[src/rtl/seq_detect_mealy.sv]
// Mealy detector for a runtime-loadable LEN-bit pattern with overlap control
// and a saturating match counter.
module seq_detect_mealy #(
  parameter int             LEN     = 4,
  parameter logic [LEN-1:0] PATTERN = 4'b1011,
  parameter int             CNT_W   = 8
) (
  input  logic             clk_i,
  input  logic             reset_ni,
  input  logic             en_i,
  input  logic             in_i,
  input  logic             overlap_i,
  input  logic             load_i,
  input  logic [LEN-1:0]   pattern_i,
  input  logic             clear_i,
  output logic             match_o,
  output logic [CNT_W-1:0] count_o,
  output logic             sat_o
);

  localparam int               FW       = $clog2(LEN);
  localparam logic [FW-1:0]    FILL_MAX = FW'(LEN - 1);
  localparam logic [CNT_W-1:0] CNT_MAX  = {CNT_W{1'b1}};

  typedef enum logic [1:0] {
    EMPTY   = 2'd0,
    FILLING = 2'd1,
    ARMED   = 2'd2
  } phase_t;

  logic [LEN-1:0]   r_pattern;
  logic [LEN-2:0]   r_hist;
  logic [FW-1:0]    r_fill;
  logic [CNT_W-1:0] r_cnt;

  logic [LEN-1:0]   w_window;
  logic             w_accept;
  logic             w_match;
  phase_t           w_phase;

  always_comb begin
    w_phase = FILLING;
    if (r_fill == '0)
      w_phase = EMPTY;
    else if (r_fill == FILL_MAX)
      w_phase = ARMED;
  end

  // Window is the stored history with the incoming bit as its newest bit.
  assign w_window = {r_hist, in_i};
  assign w_accept = en_i & ~load_i;
  assign w_match  = w_accept & (w_phase == ARMED) & (w_window == r_pattern);

  always_ff @(posedge clk_i or negedge reset_ni) begin
    if (!reset_ni) begin
      r_pattern <= PATTERN;
      r_hist    <= '0;
      r_fill    <= '0;
      r_cnt     <= '0;
    end else begin
      if (load_i) begin
        r_pattern <= pattern_i;
        r_hist    <= '0;
        r_fill    <= '0;
      end else if (en_i) begin
        r_hist <= w_window[LEN-2:0];
        if (w_match && !overlap_i)
          r_fill <= '0;
        else if (w_phase != ARMED)
          r_fill <= r_fill + 1'b1;
      end

      // Clear wins over a same-cycle match.
      if (clear_i)
        r_cnt <= '0;
      else if (w_match && (r_cnt != CNT_MAX))
        r_cnt <= r_cnt + 1'b1;
    end
  end

  assign match_o = w_match;
  assign count_o = r_cnt;
  assign sat_o   = (r_cnt == CNT_MAX);

endmodule

[config.mk]
export PLATFORM = sky130hd
export DESIGN_NAME = seq_detect_mealy
export DESIGN_NICKNAME = d
export VERILOG_FILES = /design/src/rtl/seq_detect_mealy.sv
export SDC_FILE = /design/constraint.sdc
export NUM_CORES = 1
export LEC_CHECK = 0
export CAP_MARGIN = 25
export CORE_UTILIZATION = 52
export CTS_BUF_LIST = sky130_fd_sc_hd__clkbuf_4 sky130_fd_sc_hd__clkbuf_8
export CTS_CLUSTER_DIAMETER = 200
export DETAILED_ROUTE_END_ITERATION = 6
export PLACE_DENSITY = 0.8
export SYNTH_ARGS = -nofsm -noshare
export SYNTH_HDL_FRONTEND = slang
export SYNTH_SLANG_ARGS = --single-unit
[constraint.sdc]
create_clock -name clk_i -period 2.2 [get_ports clk_i]
set_input_delay 0.33 -clock clk_i [delete_from_list [all_inputs] [get_ports clk_i]]
set_output_delay 0.33 -clock clk_i [all_outputs]
set_load 0.01 [all_outputs]
==> results.json <==
{
  "status": "completed",
  "switching_share": 0.256,
  "whs_ps": 351,
  "synthArstFlopShare": 1.00,
  "comb-cell-share": 0.409,
  "drtIter0Drc": 7,
  "synth_top_cell_by_count": "dfrtp_1",
  "power.internal_mw": 0.465,
  "met2_length_um": 842,
  "area.growth.synth_to_final_pct": 26.9,
  "power.switching_mw": 0.161,
  "cts_buffers": 3,
  "clock_sink_count": 17,
  "vias_per_cell": 5.28,
  "crit_path_end_kind": "primary output",
  "met3WireLength_um": 76,
  "dp.final_hpwl_um": 1350,
  "seq_cells": 17,
  "clkCellAreaFrac": 0.0238,
  "critPathTopFamily": "buffers and inverters",
  "path_cells": "ha_2 -> nand3_1 -> nor2_1 -> clkdlybuf4s50_1",
  "power-top-group": "registers",
  "grt_first_pass_wirelength_um": 3110,
  "cts_setup_buffers": 0,
  "regToRegStartpoint": "r_fill[0]",
  "fp-utilization": 0.565,
  "topCellsByArea": "dfrtp_1 (35%), dfstp_2 (7.9%), mux2_2 (5.7%), mux2i_1 (4.0%), nor4_2 (3.8%)",
  "largest_area_cell": "dfrtp_1",
  "io_pins": 21,
  "cp-endpoint": "sat_o",
  "cp.buffers_inverters": 1,
  "grt-ovfl-total": 0,
  "maxCapViolCount": 0,
  "powerComb_mw": 0.0955,
  "cts_tree": "built",
  "place_area_um2": 1230,
  "largest_class": "logic gates",
  "inverters": 4,
  "syn-num-nets": 102,
  "cp_slowest_stage_delay_ps": 540,
  "core_um2": 1760,
  "dp_slack_ps": 89.8,
  "final_area_um2": 1260,
  "fp.dieW_um": 45.8,
  "leakagePower_nw": 0.536,
  "cp_max_fo": 5,
  "yosys.stat.chipArea_um2": 996
}
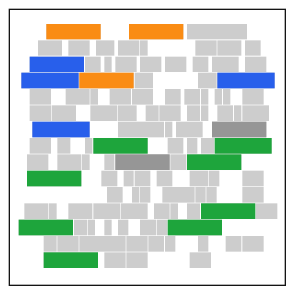
*Register map, names as in the netlist*
(6 px per um) Other sequential cells in the stronger grey, the rest of the logic in the fainter grey.
green -> count_o  # sequential cells 8
orange -> r_hist  # sequential cells 3
blue -> r_pattern  # sequential cells 4
not coloured = 2
fin util: 0.716
sequential cell area share: 0.341
FF/Latch Area: 430 um2
Seq power: 0.343 mW

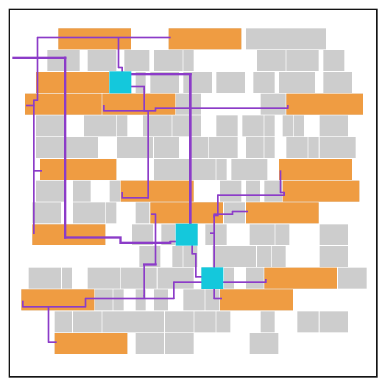
*Clock network drawn from the DEF*
(8 px per um)
cyan -> cells driving clock nets  # count 3
purple -> clock wires  # length 260 um
orange -> flip-flops  # count 17
flops lie = spread over the die
Latency at later pin: 300 ps
clock-net power: 0.187 mW
clock power share: 0.299
post-route clock skew: 2.78 ps

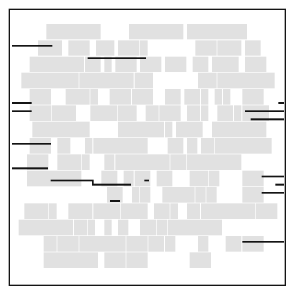
*Metal 3*
(6 px per um) Cells faint in the background.
nets with wire on the layer = 14
share of all routed wire = 4.0%
via count: 729
routed wire length: 1910 um
met3 Resource Use GR: 0.0595

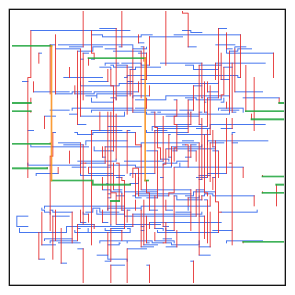
*Signal wires by layer*
(6 px per um)
orange -> met4  # wire length 42.8 um
blue -> met1  # wire length 948 um
green -> met3  # wire length 76.1 um
red -> met2  # wire length 842 um
total track usage: 0.220
Wirelength per Cell: 13.8 um

Power is estimated from default activity; no workload was simulated.
